[config.mk]
export PLATFORM = sky130hd
export DESIGN_NAME = reaction_scoreboard
export DESIGN_NICKNAME = d
export VERILOG_FILES = /design/src/rtl/reaction_pkg.sv /design/src/rtl/reaction_scoreboard_rise_detect.sv /design/src/rtl/reaction_scoreboard.sv
export SDC_FILE = /design/constraint.sdc
export NUM_CORES = 1
export LEC_CHECK = 0
export ABC_AREA = 0
export CORE_MARGIN = 3
export CORE_UTILIZATION = 30
export CTS_CLUSTER_SIZE = 20
export DETAILED_ROUTE_END_ITERATION = 6
export PLACE_DENSITY_LB_ADDON = 0.12
export SETUP_SLACK_MARGIN = 0.5
export SLEW_MARGIN = 5
export SYNTH_ARGS = -nofsm -noshare
export SYNTH_HDL_FRONTEND = slang
export SYNTH_SLANG_ARGS = --single-unit
[constraint.sdc]
create_clock -name clk -period 4.7 [get_ports clk]
set_clock_uncertainty 0.1 [all_clocks]
set_input_delay 1.175 -clock clk [delete_from_list [all_inputs] [get_ports clk]]
set_output_delay 1.175 -clock clk [all_outputs]
set_load 0.01 [all_outputs]
[src/rtl/reaction_pkg.sv]
// Shared types and default constants for the reaction-game match referee.
package reaction_pkg;

    typedef enum logic [1:0] {
        IDLE   = 2'd0,
        TIMING = 2'd1,
        RESULT = 2'd2,
        OVER   = 2'd3
    } sb_state_e;

    typedef enum logic [1:0] {
        NONE = 2'd0,
        P1   = 2'd1,
        P2   = 2'd2
    } player_e;

    localparam int unsigned DEF_TARGET_SCORE   = 5;
    localparam int unsigned DEF_TIMEOUT_CYCLES = 500;

endpackage

[src/rtl/reaction_scoreboard_rise_detect.sv]
// Single-bit rising-edge detector: registered previous value, combinational rise.
module rise_detect (
    input  logic clk,
    input  logic reset_n,
    input  logic d,
    output logic rise
);

    logic prev;

    always_ff @(posedge clk or negedge reset_n) begin
        if (!reset_n) prev <= 1'b0;
        else          prev <= d;
    end

    assign rise = d & ~prev;

endmodule

[src/rtl/reaction_scoreboard.sv]
// Match referee for the two-player reaction game: round timing, scores, match result.
// Optional best-time tracking is enabled by defining REACTION_SCOREBOARD_BEST_TIME_EN.
//
// state  | meaning
// IDLE   | waiting for start_led with both win LEDs low
// TIMING | round armed, counting cycles until a win rise or timeout
// RESULT | round scored, waiting for both win LEDs to drop
// OVER   | a player reached the target score; LEDs ignored until clear
module reaction_scoreboard
    import reaction_pkg::*;
#(
    parameter int unsigned SCORE_W        = 4,
    parameter int unsigned TARGET_SCORE   = DEF_TARGET_SCORE,
    parameter int unsigned TIME_W         = 32,
    parameter int unsigned TIMEOUT_CYCLES = DEF_TIMEOUT_CYCLES
) (
    input  logic               clk,
    input  logic               reset_n,
    input  logic               start_led,
    input  logic               win1_led,
    input  logic               win2_led,
    input  logic               clear_match,
    output logic [SCORE_W-1:0] score1,
    output logic [SCORE_W-1:0] score2,
    output logic [TIME_W-1:0]  last_time,
    output logic               last_valid,
    output logic [TIME_W-1:0]  best_time,
    output logic               round_void,
    output logic               match_over,
    output logic [1:0]         match_winner
);

    localparam logic [SCORE_W-1:0] TARGET_M1 = SCORE_W'(TARGET_SCORE - 1);
    localparam logic [TIME_W-1:0]  TIMEOUT_T = TIME_W'(TIMEOUT_CYCLES);

    sb_state_e          state;
    player_e            winner_q;
    logic [TIME_W-1:0]  timer;
    logic [TIME_W-1:0]  timer_nxt;
    logic               rise1;
    logic               rise2;
    logic               armed;
    logic               score_event;

    rise_detect u_rise1 (.clk(clk), .reset_n(reset_n), .d(win1_led), .rise(rise1));
    rise_detect u_rise2 (.clk(clk), .reset_n(reset_n), .d(win2_led), .rise(rise2));

    assign armed       = start_led & ~win1_led & ~win2_led;
    assign timer_nxt   = timer + TIME_W'(1);
    assign score_event = (state == TIMING) && (rise1 || rise2) && !clear_match;
    assign match_winner = winner_q;

    always_ff @(posedge clk or negedge reset_n) begin
        if (!reset_n) begin
            state      <= IDLE;
            timer      <= '0;
            score1     <= '0;
            score2     <= '0;
            last_time  <= '0;
            last_valid <= 1'b0;
            round_void <= 1'b0;
            match_over <= 1'b0;
            winner_q   <= NONE;
        end else begin
            last_valid <= 1'b0;
            round_void <= 1'b0;
            if (clear_match) begin
                state      <= IDLE;
                score1     <= '0;
                score2     <= '0;
                match_over <= 1'b0;
                winner_q   <= NONE;
            end else begin
                case (state)
                    IDLE: begin
                        if (armed) begin
                            state <= TIMING;
                            timer <= '0;
                        end
                    end
                    TIMING: begin
                        timer <= timer_nxt;
                        if (rise1 || rise2) begin
                            last_time  <= timer_nxt;
                            last_valid <= 1'b1;
                            state      <= RESULT;
                            // Player 1 takes a simultaneous rise.
                            if (rise1) begin
                                score1 <= score1 + SCORE_W'(1);
                                if (score1 == TARGET_M1) begin
                                    state      <= OVER;
                                    match_over <= 1'b1;
                                    winner_q   <= P1;
                                end
                            end else begin
                                score2 <= score2 + SCORE_W'(1);
                                if (score2 == TARGET_M1) begin
                                    state      <= OVER;
                                    match_over <= 1'b1;
                                    winner_q   <= P2;
                                end
                            end
                        end else if (timer_nxt == TIMEOUT_T) begin
                            round_void <= 1'b1;
                            state      <= IDLE;
                        end
                    end
                    RESULT: begin
                        if (!win1_led && !win2_led) state <= IDLE;
                    end
                    OVER: begin
                        state <= OVER;
                    end
                    default: state <= IDLE;
                endcase
            end
        end
    end

`ifdef REACTION_SCOREBOARD_BEST_TIME_EN
    logic [TIME_W-1:0] best_q;

    always_ff @(posedge clk or negedge reset_n) begin
        if (!reset_n) begin
            best_q <= '1;
        end else if (clear_match) begin
            best_q <= '1;
        end else if (score_event && (timer_nxt < best_q)) begin
            best_q <= timer_nxt;
        end
    end

    assign best_time = best_q;
`else
    logic unused_score_event;
    assign unused_score_event = score_event;
    assign best_time = '1;
`endif

endmodule

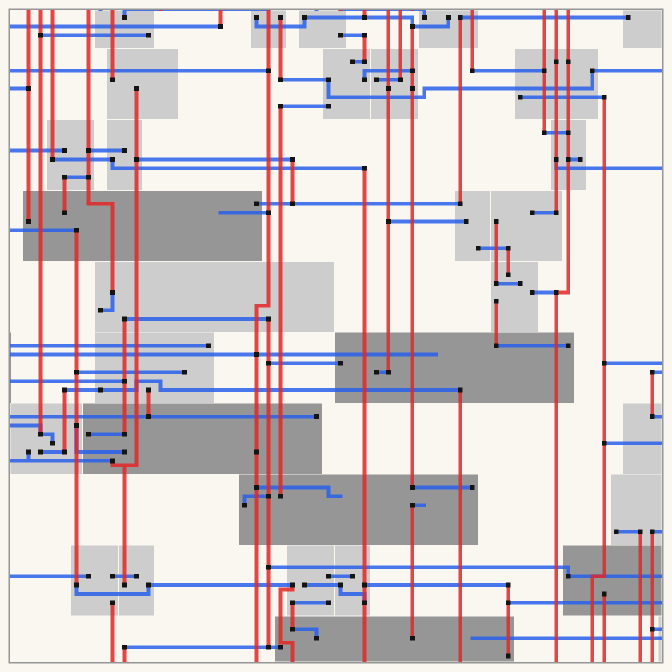
Figure 1: run 1, close-up of the layout.
Window x 86 to 111, y 20 to 45 um. Cells in grey, sequential cells in the stronger grey; small squares are vias.
red -> M2
blue -> M1
sequential cells in the window = 5
most frequent = o21ai_0 (5), dfrtp_1 (5), nand2_1 (4)
netlist names of flops here include = `last_time` (2)
cells with their middle in the window = 26

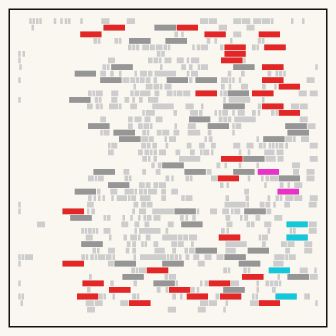
Figure 2: run 1, sequential cells grouped by signal name.
Other sequential cells in the stronger grey, the rest of the logic in the fainter grey.
magenta -> `match_winner`  # flops 2
cyan -> `score2`  # flops 4, where bottom right
red -> `last_time`  # flops 32

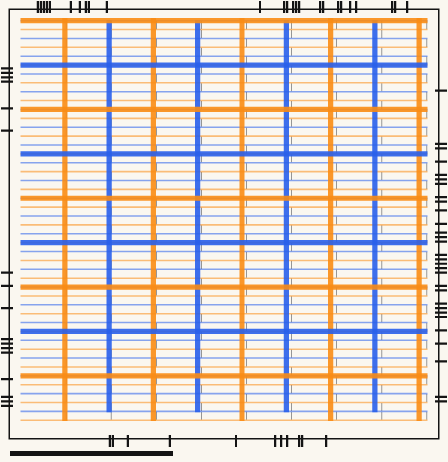
Figure 3: run 1, PDN straps and rails.
The bar under the picture is 50 um long. Pins as bars on the die edge. Tap cells in grey.
orange -> VSS
blue -> VDD
met5 straps = 9
met1 rails = 46
tap cells = 211

## run 1: area by class of cell
class | count | area share [%]
Clock inverter | 6 | 1.224
Clock buffer | 10 | 4.149
Multi-Input combinational cell | 419 | 42.73
Tap cell | 211 | 4.783
Sequential cell | 81 | 36.73
Inverter | 8 | 0.5441
Timing Repair Buffer | 56 | 9.839
## run 1: worst max-delay path, cell delays in order (launching register included)
cell and delay (ns):
sky130_fd_sc_hd__dfrtp_1 0.53, sky130_fd_sc_hd__nand3_4 0.18, sky130_fd_sc_hd__or4_1 0.73, sky130_fd_sc_hd__or3_1 0.49
sky130_fd_sc_hd__xor2_1 0.40, sky130_fd_sc_hd__nand3_1 0.14, sky130_fd_sc_hd__or4_1 0.51, sky130_fd_sc_hd__nor4b_2 0.27
## run 1: per-layer routing
layer  GRT usage, %  up-vias  share of wire (%)
li1               -     1883                  -
met1          21.41     1876                 49
met2          22.61       95                 47
met3          2.833       11                3.7
met4          4.084        0                1.0
met5              0        -                  0
## run 1: registers in the layout (all words and copies together) (netlist names), 2 cells and up
signal	count
state	2
match_winner	2
score1	4
timer	32
score2	4
last_time	32
## run 1: Yosys cell counts, drive strengths merged, types with 8 or more instances
library cell and number:
xnor2 21, xor2 15, clkbuf 27, buf 40, a21oi 13, nand3 17, nand4 18, dfrtp 81
nor4 10, o31ai 11, nor2 43, nand2 92, inv 8, and3 8, o21ai 71
## run 1: logic make-up after synthesis
| logic type | share of synthesized area (%) |
|---|---|
| muxes | 0.6928 |
| and+or+nand+nor | 23.98 |
| adders and majority gates | 1.599 |
| buffers and inverters | 9.219 |
| xor gates and xnor gates | 6.715 |
| DFF | 43.17 |
| other | 0.07986 |
| AOI/OAI and AO/OA | 14.55 |
## run 1: per-stage QoR
step	hold slack, ns	setup WS [ns]	std cells
6_report	0.3830	1.265	791
5_1_grt	0.4131	1.052	791
4_1_cts	0.3886	1.276	791
3_5_place_dp	0.3670	1.054	775
3_3_place_gp	0.3673	1.097	775
2_1_floorplan	0.3923	1.643	575
## run 1: power groups by stage
stage	sequential (uW)	combinational, uW	clock [uW]
2_1_floorplan	756	104	0
3_3_place_gp	760	154	0
3_5_place_dp	761	155	0
4_1_cts	748	156	740
5_1_grt	753	172	772
6_report	749	152	722
## run 1: worst paths after layout
kind | start | end | slack, ns | depth (start not counted)
hold / removal | last_time[22]$_DFFE_PN0P_ | last_time[22]$_DFFE_PN0P_ | 0.38 | 2
setup / recovery | timer[2]$_DFFE_PN0P_ | round_void$_DFF_PN0_ | 1.26 | 7
min in group asynchronous | reset_n | score2[1]$_DFFE_PN0P_ | 0.93 | 1
max in group asynchronous | reset_n | last_time[24]$_DFFE_PN0P_ | 2.88 | 1
hold reg to reg | last_time[22]$_DFFE_PN0P_ | last_time[22]$_DFFE_PN0P_ | 0.38 | 2
setup reg to reg | timer[2]$_DFFE_PN0P_ | round_void$_DFF_PN0_ | 1.26 | 7
==> flow_summary.html, run 1 <==
<h3>Flow metrics</h3>
<table>
<tr><th>Metric</th><th>Value</th></tr>
<tr><th colspan="2">Logic synthesis</th></tr>
<tr><td>Largest area contributor in the netlist</td><td>sky130_fd_sc_hd__dfrtp_1</td></tr>
<tr><td>Yosys synthesis warning count</td><td>0</td></tr>
<tr><th colspan="2">Final timing</th></tr>
<tr><td>Worst slew margin</td><td>between 20% and 30%</td></tr>
<tr><td>Number of endpoints with negative hold slack in the final report</td><td>0</td></tr>
<tr><td>Total count of max-transition violations in the final report</td><td>0</td></tr>
<tr><td>Timing-limited maximum frequency</td><td>roughly 290 MHz</td></tr>
<tr><td>Setup violations, final</td><td>0</td></tr>
<tr><td>Slew at the pin closest to its max-slew limit</td><td>around 1.1 ns</td></tr>
<tr><th colspan="2">Power and ir drop</th></tr>
<tr><td>Total Power</td><td>1623 uW</td></tr>
<tr><th colspan="2">Run status</th></tr>
<tr><td>Status</td><td>finished clean</td></tr>
<tr><th colspan="2">Place</th></tr>
<tr><td># port buffers</td><td>around 50</td></tr>
<tr><td>Post-DP HPWL</td><td>between 8000 and 9000 um</td></tr>
<tr><td>Global placer's final weighted congestion</td><td>approximately 0.84</td></tr>
<tr><th colspan="2">Setup path</th></tr>
<tr><td>Worst EP arrival</td><td>3.57 ns</td></tr>
<tr><td>Worst Setup End Kind</td><td>register</td></tr>
<tr><th colspan="2">Global routing</th></tr>
<tr><td>Number of antenna violations at the first check in global routing</td><td>0</td></tr>
<tr><td>GRT overflow</td><td>0</td></tr>
<tr><td>Via count of the first global-routing pass</td><td>~3,700</td></tr>
<tr><th colspan="2">Clock network</th></tr>
<tr><td># resized after CTS</td><td>0</td></tr>
<tr><th colspan="2">Die</th></tr>
<tr><td>Chip area</td><td>roughly 17,000 sq um</td></tr>
<tr><td>Core Area</td><td>between 15,000 and 20,000 sq um</td></tr>
<tr><th colspan="2">Finish</th></tr>
<tr><td>Final Util</td><td>36.17%</td></tr>
<tr><td>Share of layout cells above drive strength 1</td><td>under 10%</td></tr>
<tr><td>Antenna fix cells</td><td>0</td></tr>
<tr><th colspan="2">Drt</th></tr>
<tr><td>Post-DR wirelength/cell</td><td>approximately 16 um</td></tr>
</table>
Figure 4. Wiring by layer (run 1).
Only two layers are drawn.
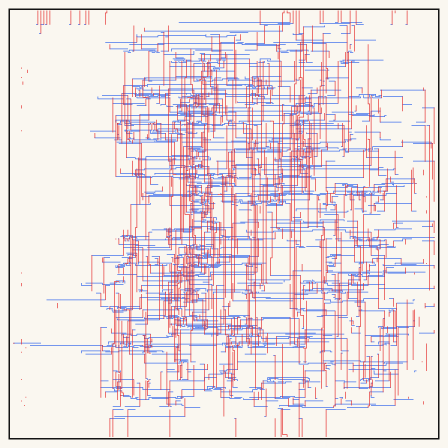

--- run 2 (diff from run 1) ---
clock period = 3.6 ns   (was 4.7 ns; I/O delays follow)
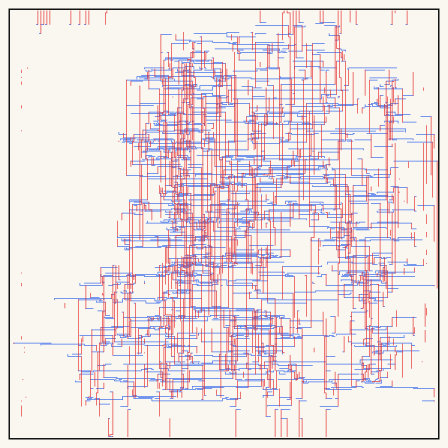
Figure 5: run 2, wiring by layer.
Only two layers are drawn.
blue -> M1  # wire length 5,940 um
red -> M2  # wire length 5,840 um

==> flow_summary.html, run 2 <==
<h3>Flow metrics</h3>
<table>
<tr><th>Metric</th><th>Value</th></tr>
<tr><th colspan="2">Final timing</th></tr>
<tr><td>Timing-limited maximum frequency</td><td>327.9 MHz</td></tr>
<tr><td>Setup violations, final</td><td>0</td></tr>
<tr><td>Slew at the pin closest to its max-slew limit</td><td>around 0.60 ns</td></tr>
<tr><td>Total count of max-transition violations in the final report</td><td>0</td></tr>
<tr><th colspan="2">Run status</th></tr>
<tr><td>Status</td><td>finished clean</td></tr>
<tr><th colspan="2">Worst hold path</th></tr>
<tr><td>Worst Hold Launch</td><td>last_time[29]$_DFFE_PN0P_</td></tr>
<tr><th colspan="2">Setup path</th></tr>
<tr><td>Number of logic stages on the critical path including buffering</td><td>7</td></tr>
<tr><td>Cell Chain, Critical Path</td><td>nand3_4, or4_4, or4_4, xor2_2, nand2_1, or4_1, nor4b_2</td></tr>
<tr><td>Largest stage delay on the critical path</td><td>0.63 ns</td></tr>
<tr><td>Worst Setup End Kind</td><td>register</td></tr>
<tr><td>Register-to-Register Path Depth</td><td>7</td></tr>
<tr><td>Top cell by count, worst path</td><td>sky130_fd_sc_hd__or4_4</td></tr>
<tr><th colspan="2">Place</th></tr>
<tr><td>Post-DP HPWL</td><td>9190 um</td></tr>
<tr><td># port buffers</td><td>~50</td></tr>
<tr><th colspan="2">Logic synthesis</th></tr>
<tr><td>Synth top cells by count</td><td>92 x sky130_fd_sc_hd__nand2_1, 81 x sky130_fd_sc_hd__dfrtp_1, 69 x sky130_fd_sc_hd__o21ai_0, 43 x sky130_fd_sc_hd__nor2_1, 33 x sky130_fd_sc_hd__buf_4</td></tr>
<tr><td>Yosys synthesis warning count</td><td>0</td></tr>
<tr><th colspan="2">Finish</th></tr>
<tr><td>Leading registers by flop count</td><td>last_time (32), timer (32)</td></tr>
<tr><td>Share of layout cells above drive strength 1</td><td>approximately 11%</td></tr>
<tr><th colspan="2">Die</th></tr>
<tr><td>Chip area</td><td>17,190 sq um</td></tr>
<tr><td>Core Area</td><td>15,260 sq um</td></tr>
</table>
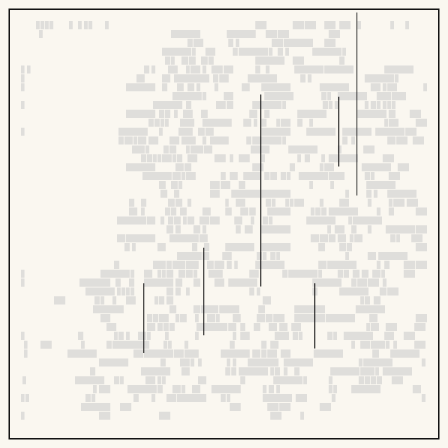
Figure 6: run 2, signal wires on met4.
Cells faint in the background.
wire length on this layer = 203 um
longest straight run = 58.5 um
nets with wire on the layer = 3
share of all routed wire = 1.6%

==> run 2: cell counts after synthesis <==
Identical to the previous run, type by type.
==> run 2: logic make-up after synthesis <==
| family | after synthesis | synth area share [%] |
|---|---|---|
| DFF | 81 | 43.17 |
| other | 1 | 0.07986 |
| adders and majority gates | 6 | 1.599 |
| and+or+nand+nor | 225 | 23.98 |
| xor gates and xnor gates | 36 | 6.715 |
| muxes | 3 | 0.6928 |
| buffers and inverters | 75 | 9.219 |
| AOI/OAI and AO/OA | 117 | 14.55 |
==> run 2: layout make-up <==
cell class                      instances  area [sq um]
Tap cell                              211         264.0
Clock buffer                           11         242.7
Fill cell                            1560          9582
Timing Repair Buffer                   68         645.6
Multi-Input combinational cell        419          2404
Clock inverter                          5         55.05
Inverter                                8         30.03
Sequential cell                        81          2036
==> run 2: worst min-delay path: cells and delay by family, from the launching register on <==
kind,cells,cell delay (ns)
and+or+nand+nor,1,0.05
AOI/OAI and AO/OA,1,0.06
DFF,1,0.34
==> run 2: report_power, final <==
part / leakage (uW) / switching [uW] / internal [uW] / total, uW
Sequential: 0.00111 / 36.2 / 940 / 976
Clock: 0.000142 / 375 / 554 / 929
Combinational: 0.00104 / 134 / 80.3 / 214
Total: 0.00229 / 545 / 1570 / 2120
==> run 2: layer usage <==
metal	wire, um	track usage [%]
met5	0	0
met4	202	5.018
met3	661	3.292
met2	5835	23.73
met1	5942	21.05
==> run 2: timing repair <==
action | 4_1_cts | 5_1_grt
cloned | 0 | 0
buffers inserted | 1 | 0
endpoints found under the setup margin | 1 | 2
resized | 12 | 3
==> run 2: worst paths after layout <==
kind	to	slack [ns]
worst max-delay path	round_void$_DFF_PN0_	0.55
worst min-delay path	last_time[29]$_DFFE_PN0P_	0.38
worst max register to register	round_void$_DFF_PN0_	0.55
worst min register to register	last_time[29]$_DFFE_PN0P_	0.38
max in group asynchronous	timer[9]$_DFFE_PN0P_	2.22
min in group asynchronous	last_valid$_DFF_PN0_	0.46
==> run 2: stage by stage <==
step | instance area, sq um | setup WS [ns] | power, uW | hold slack (ns)
after global placement | 5318 | 0.3388 | 1205 | 0.3618
after CTS | 5657 | 0.5378 | 2149 | 0.3866
final | 5677 | 0.5506 | 2119 | 0.3788
after floorplan | 4812 | 0.5431 | 1122 | 0.3923
after detailed placement | 5318 | 0.2277 | 1207 | 0.3731
after global routing | 5677 | 0.3985 | 2220 | 0.4139
Figure 7. Congestion heat map (run 2).
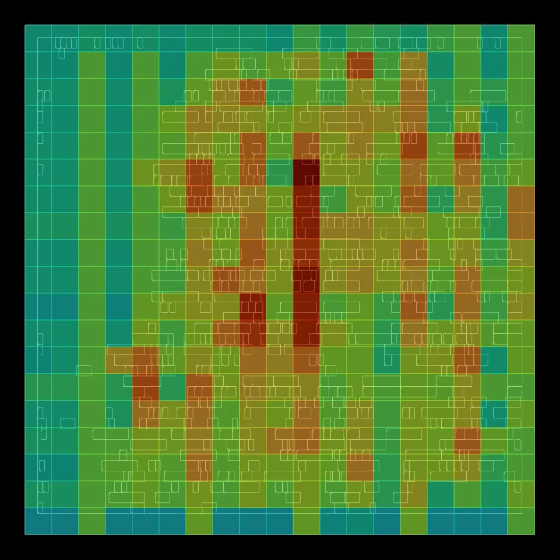

--- run 3 (diff from run 2) ---
clock period = 3.11 ns   (was 3.6 ns; I/O delays follow)
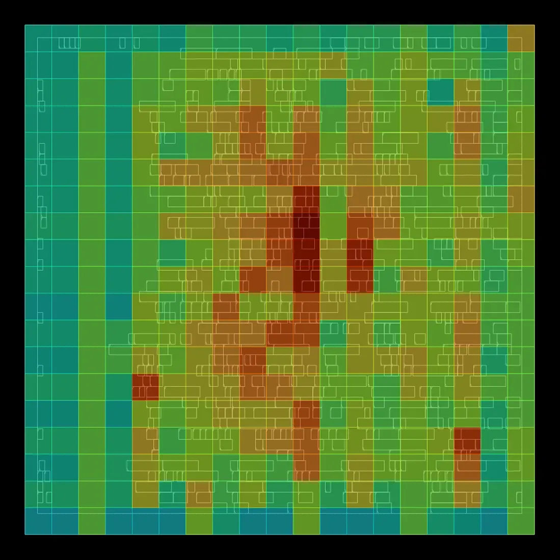
Figure 8: run 3, congestion heat map.
Tot GR Track Use: 15.47%
grt peak-use layer: met2
met1 usage: 21.37%
routing usage on met2: 24.42%

==> flow_summary.html, run 3 <==
<h3>Flow metrics</h3>
<table>
<tr><th>Metric</th><th>Value</th></tr>
<tr><th colspan="2">Run status</th></tr>
<tr><td>Status</td><td>finished clean</td></tr>
<tr><th colspan="2">Place</th></tr>
<tr><td>Post-DP HPWL</td><td>between 9000 and 10,000 um</td></tr>
<tr><td>Global placer's final weighted congestion</td><td>0.8572</td></tr>
<tr><td># port buffers</td><td>approximately 50</td></tr>
<tr><th colspan="2">Setup path</th></tr>
<tr><td>Worst R2R End</td><td>round_void$_DFF_PN0_</td></tr>
<tr><td>Worst flop-to-flop path startpoint</td><td>timer[8]$_DFFE_PN0P_</td></tr>
<tr><td>R2r setup slk</td><td>between 0.3 and 0.4 ns</td></tr>
<tr><th colspan="2">Die</th></tr>
<tr><td>Chip area</td><td>17,190 sq um</td></tr>
<tr><th colspan="2">Global routing</th></tr>
<tr><td>Via count of the first global-routing pass</td><td>~3,900</td></tr>
<tr><th colspan="2">Final timing</th></tr>
<tr><td>Number of endpoints with negative hold slack in the final report</td><td>0</td></tr>
<tr><td>Final-layout worst hold slack</td><td>0.2833 ns</td></tr>
<tr><td>Total count of max-transition violations in the final report</td><td>0</td></tr>
<tr><td>Slew at the pin closest to its max-slew limit</td><td>between 0.5 and 0.6 ns</td></tr>
<tr><td>Timing-limited maximum frequency</td><td>360.6 MHz</td></tr>
<tr><th colspan="2">Finish</th></tr>
<tr><td>Area occupied by multi-input gates</td><td>about 2600 sq um</td></tr>
<tr><td>Count of filler cells inserted in the layout</td><td>1,523</td></tr>
<tr><td>Leading registers by flop count</td><td>last_time (32), timer (32)</td></tr>
<tr><th colspan="2">Logic synthesis</th></tr>
<tr><td>Synth top cells by count</td><td>92 x sky130_fd_sc_hd__nand2_1, 81 x sky130_fd_sc_hd__dfrtp_1, 69 x sky130_fd_sc_hd__o21ai_0, 43 x sky130_fd_sc_hd__nor2_1, 33 x sky130_fd_sc_hd__buf_4</td></tr>
<tr><td>Cell with the most instances after synthesis</td><td>sky130_fd_sc_hd__nand2_1</td></tr>
<tr><td>Largest area contributor in the netlist</td><td>sky130_fd_sc_hd__dfrtp_1</td></tr>
<tr><td>Yosys synthesis warning count</td><td>0</td></tr>
</table>
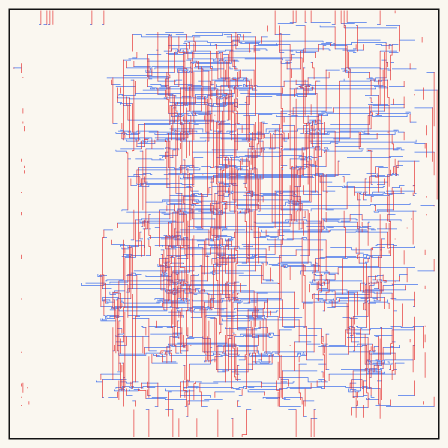
Figure 9: run 3, wiring by layer.
Only two layers are drawn.
blue -> M1  # wire length 6,290 um
red -> M2  # wire length 6,110 um

## run 3: worst max path at each step
stage	start	end	depth (start not counted)
after floorplan	timer[12]$_DFFE_PN0P_	round_void$_DFF_PN0_	9
after global placement	timer[8]$_DFFE_PN0P_	round_void$_DFF_PN0_	8
after global routing	timer[8]$_DFFE_PN0P_	round_void$_DFF_PN0_	8
final	timer[8]$_DFFE_PN0P_	round_void$_DFF_PN0_	8
after CTS	timer[0]$_DFFE_PN0P_	round_void$_DFF_PN0_	8
after detailed placement	timer[8]$_DFFE_PN0P_	round_void$_DFF_PN0_	8
## run 3: area by class of cell
type	count	share of cell area, %
well taps	211	4.257
multi-input cells	419	41.89
clock inverters	6	2.220
clock buffers	10	3.692
flip-flops and latches	81	32.75
repair buffers	103	14.71
inverters	8	0.4843
## run 3: metal layers
metal,vias up,GRT usage (%),routed length [um]
met5,-,0,0
met2,117,24.42,6111
li1,1982,-,-
met3,13,3.216,603
met1,2020,21.37,6285
met4,0,4.901,218
## run 3: kinds of logic (layout without fill, tap and decap cells)
group,Yosys count,after routing,synth area share [%]
fa+ha+maj,6,6,1.599
compound gates,117,117,14.55
flops,81,81,43.17
buf+inv,75,127,9.219
simple gates,225,225,23.98
other cells,1,32,0.07986
xor+xnor,36,36,6.715
mux,3,3,0.6928
## run 3: power breakdown
group	switching, uW	internal (uW)	total, uW
logic	170	112	282
registers	39.5	1090	1130
clock network	462	873	1330
## run 3: through the flow
| stage | utilization (%) | setup WS (ns) | area (sq um) | instances |
|---|---|---|---|---|
| after floorplan | - | 0.3517 | 4903 | 575 |
| after global placement | 36.29 | 0.1573 | 5537 | 807 |
| after detailed placement | 36.29 | 0.1289 | 5537 | 807 |
| after CTS | 40.21 | 0.3483 | 6136 | 837 |
| after global routing | 40.64 | 0.2399 | 6201 | 838 |
| final | 40.64 | 0.3366 | 6201 | 838 |
## run 3: critical path, cell delays in order (launching register included)
cell,delay [ns]
sky130_fd_sc_hd__dfrtp_1,0.34
sky130_fd_sc_hd__buf_4,0.11
sky130_fd_sc_hd__nand3_2,0.06
sky130_fd_sc_hd__or4_4,0.63
sky130_fd_sc_hd__or4_4,0.48
sky130_fd_sc_hd__xor2_2,0.18
sky130_fd_sc_hd__nand2_1,0.07
sky130_fd_sc_hd__or4_1,0.44
sky130_fd_sc_hd__nor4b_2,0.26
## run 3: what timing repair did
item | CTS | global route
endpoints found under the hold margin | 0 | 0
endpoints found under the setup margin | 2 | 3
pin swaps | 9 | 6
gates resized | 24 | 9
setup buffers | 14 | 1
Power is estimated from default activity; no workload was simulated.
